===== config.mk =====
export PLATFORM = sky130hd
export DESIGN_NAME = tx_arbiter
export DESIGN_NICKNAME = d
export VERILOG_FILES = /design/src/rtl/tx_arb_pkg.sv /design/src/rtl/tx_arbiter.sv
export SDC_FILE = /design/constraint.sdc
export NUM_CORES = 1
export LEC_CHECK = 0
export CAP_MARGIN = 15
export CORE_MARGIN = 2
export CORE_UTILIZATION = 30
export CTS_BUF_LIST = sky130_fd_sc_hd__clkbuf_8
export DETAILED_ROUTE_END_ITERATION = 12
export GPL_ROUTABILITY_DRIVEN = 0
export PLACE_DENSITY = 0.67
export SLEW_MARGIN = 20
export SYNTH_ARGS = -nofsm -noshare
export SYNTH_HDL_FRONTEND = slang
export SYNTH_SLANG_ARGS = --single-unit

===== constraint.sdc =====
create_clock -name clk -period 1.6 [get_ports clk]
set_input_delay 0.24 -clock clk [delete_from_list [all_inputs] [get_ports clk]]
set_output_delay 0.24 -clock clk [all_outputs]
set_load 0.01 [all_outputs]

===== src/rtl/tx_arb_pkg.sv =====
// Shared types and defaults for the trace/status UART transmit arbiter.
package tx_arb_pkg;

    typedef enum logic [1:0] {
        ST_IDLE  = 2'd0,
        ST_TRACE = 2'd1,
        ST_STAT  = 2'd2
    } arb_state_e;

    localparam int unsigned FRAME_LEN_DEF = 16;
    localparam int unsigned MAX_HOLD_DEF  = 4;
    localparam int unsigned HOLD_W        = 4;

endpackage


===== src/rtl/tx_arbiter.sv =====
// Arbitrates trace frames and status messages onto one UART byte stream.
// Status arbitration is built only when TX_ARB_STAT_EN is defined.
module tx_arbiter
    import tx_arb_pkg::*;
#(
    parameter int unsigned FRAME_LEN = FRAME_LEN_DEF,
    parameter int unsigned MAX_HOLD  = MAX_HOLD_DEF
) (
    input  logic       clk,
    input  logic       rst,
    input  logic       traceAvail,
    input  logic [7:0] traceVal,
    output logic       traceNext,
    input  logic       statAvail,
    input  logic [7:0] statVal,
    input  logic       statLast,
    output logic       statNext,
    input  logic       txFree,
    output logic [7:0] txByte,
    output logic       txStrobe,
    output logic       statGrant
);

    localparam int unsigned      CNT_W    = (FRAME_LEN > 1) ? $clog2(FRAME_LEN) : 1;
    localparam logic [CNT_W-1:0] CNT_LAST = CNT_W'(FRAME_LEN - 1);

    arb_state_e       state_q, state_d;
    logic [CNT_W-1:0] cnt_q, cnt_d;
    logic [7:0]       txByte_q, txByte_d;
    logic             txStrobe_q, txStrobe_d;
    logic             traceNext_q, traceNext_d;
    logic             trace_xfer;

    // A pending strobe blocks the next transfer, giving at most one byte per two cycles.
    assign trace_xfer = traceAvail && txFree && !txStrobe_q && !traceNext_q;

`ifdef TX_ARB_STAT_EN
    localparam logic [HOLD_W-1:0] HOLD_LIM = HOLD_W'(MAX_HOLD);
    localparam logic [HOLD_W-1:0] HOLD_SAT = '1;

    logic [HOLD_W-1:0] hold_q, hold_d;
    logic              statNext_q, statNext_d;
    logic              stat_xfer;

    assign stat_xfer = statAvail && txFree && !txStrobe_q && !statNext_q;
`else
    logic unused_stat;
    assign unused_stat = ^{statAvail, statVal, statLast};
`endif

    always_comb begin
        state_d     = state_q;
        cnt_d       = cnt_q;
        txByte_d    = txByte_q;
        txStrobe_d  = 1'b0;
        traceNext_d = 1'b0;
`ifdef TX_ARB_STAT_EN
        hold_d      = hold_q;
        statNext_d  = 1'b0;
`endif
        case (state_q)
            ST_IDLE: begin
`ifdef TX_ARB_STAT_EN
                if (statAvail && ((hold_q >= HOLD_LIM) || !traceAvail)) begin
                    state_d = ST_STAT;
                    hold_d  = '0;
                end else if (traceAvail) begin
                    state_d = ST_TRACE;
                end
`else
                if (traceAvail) begin
                    state_d = ST_TRACE;
                end
`endif
            end
            ST_TRACE: begin
                if (trace_xfer) begin
                    txByte_d    = traceVal;
                    txStrobe_d  = 1'b1;
                    traceNext_d = 1'b1;
                    if (cnt_q == CNT_LAST) begin
                        cnt_d   = '0;
                        state_d = ST_IDLE;
`ifdef TX_ARB_STAT_EN
                        // Frames completed while status waits push it toward a forced grant.
                        if (statAvail && (hold_q != HOLD_SAT)) begin
                            hold_d = hold_q + 1'b1;
                        end
`endif
                    end else begin
                        cnt_d = cnt_q + 1'b1;
                    end
                end
            end
            ST_STAT: begin
`ifdef TX_ARB_STAT_EN
                if (stat_xfer) begin
                    txByte_d   = statVal;
                    txStrobe_d = 1'b1;
                    statNext_d = 1'b1;
                    if (statLast) begin
                        state_d = ST_IDLE;
                    end
                end
`else
                state_d = ST_IDLE;
`endif
            end
            default: state_d = ST_IDLE;
        endcase
    end

    always_ff @(posedge clk) begin
        if (rst) begin
            state_q     <= ST_IDLE;
            cnt_q       <= '0;
            txByte_q    <= '0;
            txStrobe_q  <= 1'b0;
            traceNext_q <= 1'b0;
`ifdef TX_ARB_STAT_EN
            hold_q      <= '0;
            statNext_q  <= 1'b0;
`endif
        end else begin
            state_q     <= state_d;
            cnt_q       <= cnt_d;
            txByte_q    <= txByte_d;
            txStrobe_q  <= txStrobe_d;
            traceNext_q <= traceNext_d;
`ifdef TX_ARB_STAT_EN
            hold_q      <= hold_d;
            statNext_q  <= statNext_d;
`endif
        end
    end

    assign txByte    = txByte_q;
    assign txStrobe  = txStrobe_q;
    assign traceNext = traceNext_q;
`ifdef TX_ARB_STAT_EN
    assign statNext  = statNext_q;
    assign statGrant = (state_q == ST_STAT);
`else
    assign statNext  = 1'b0;
    assign statGrant = 1'b0;
`endif

endmodule


**Clock distribution**

Drawn at 10 px/um.
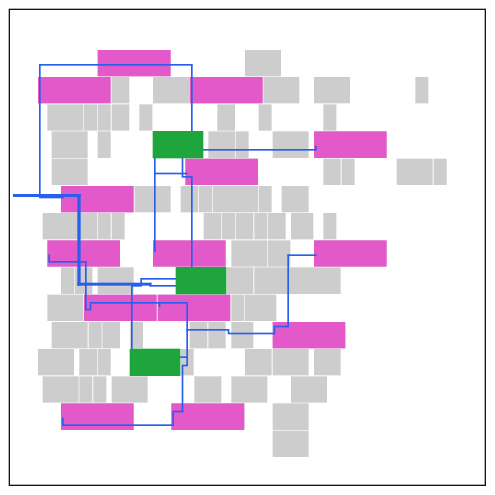
Key: blue = clock wires [length 196 um]; green = clock drivers [count 3]; magenta = flip-flops [count 14]
There are 4 routed clock nets.
Clk pwr share: 38.4%
Clock Latency Late Sink: 0.24 ns

**Gate-type map**

Drawn at 6 px/um.
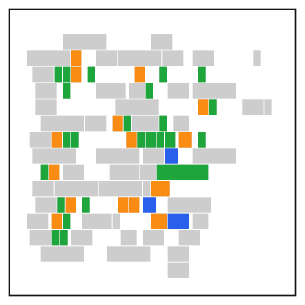
Key: blue = and/or cells [cells 3]; green = nand cells [cells 24]; orange = aoi and oai cells [cells 15]
fin cells: 116
combinational share of cell area: 29.4%

**Met3 routing**

Drawn at 10 px/um.
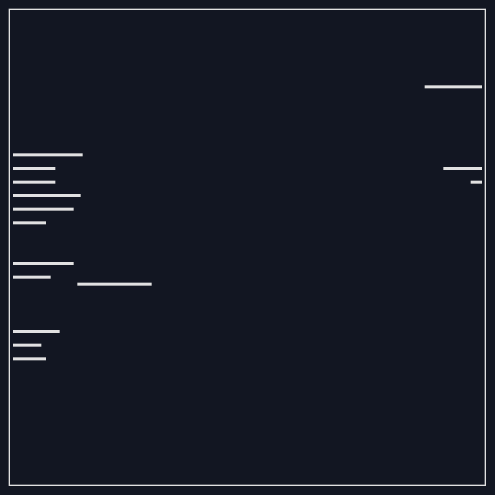
The wires run mostly horizontal. The longest straight run is 7.10 um. The layer carries 65.8 um of wire.

==> Slide: Implementation Results <==
Key Metrics from the Run

Finish
  • Clock buffers: 3
  • Most frequent cells in the layout: nand2_1, clkdlybuf4s50_1, dfxtp_1
  • Seq area share: 32.7%
  • Area growth syn-to-layout: 51.0%

Timing
  • Final Cycle Share: 86.9%
  • Worst setup margin: 0.209 ns
  • Achievable Freq: 719 MHz
  • Setup-failing EPs final: 0

Synthesis
  • Yosys synthesis chip area: 567 um^2
  • Ys flop type: dfxtp_1
  • Top area cell types: dfxtp_1, nand2_1, a21oi_1, nand4b_4, buf_4
  • Synth cell types: 19
  • Dominant combinational family: simple AND/OR/NAND/NOR gates

Pwr
  • Leak Pwr: 0.316 nW

Hold path
  • Hold depth: 2

Critical path
  • FF-to-FF End: cnt_q[2]
  • Critical path's slowest cell: clkdlybuf4s50_1
  • Stages on worst setup path: 1
  • Buf/Inv on CP: 1
  • CP max stage delay: 0.55 ns

Clock tree
  • CTS max path bufs: 2
  • Post-CTS Resized: 0
  • Hold-fix buffers at CTS: 0
  • Root buffer cell: clkbuf_8

Global routing
  • GR peak layer: met2
  • Largest net degree at the start of global routing: 11

Detailed routing
  • Routed length on met2: 561 um
  • DRT Wirelength: 1.14 mm
  • Vias per Instance: 4.46
  • WL met1: 501 um
  • Detailed-route DRC error count: 0

Die
  • Core area: 1750 um^2
  • Num tapcells: 25

Run status
  • Status: complete, no violations
No activity file was given, so power comes from the tool's default toggle rates.
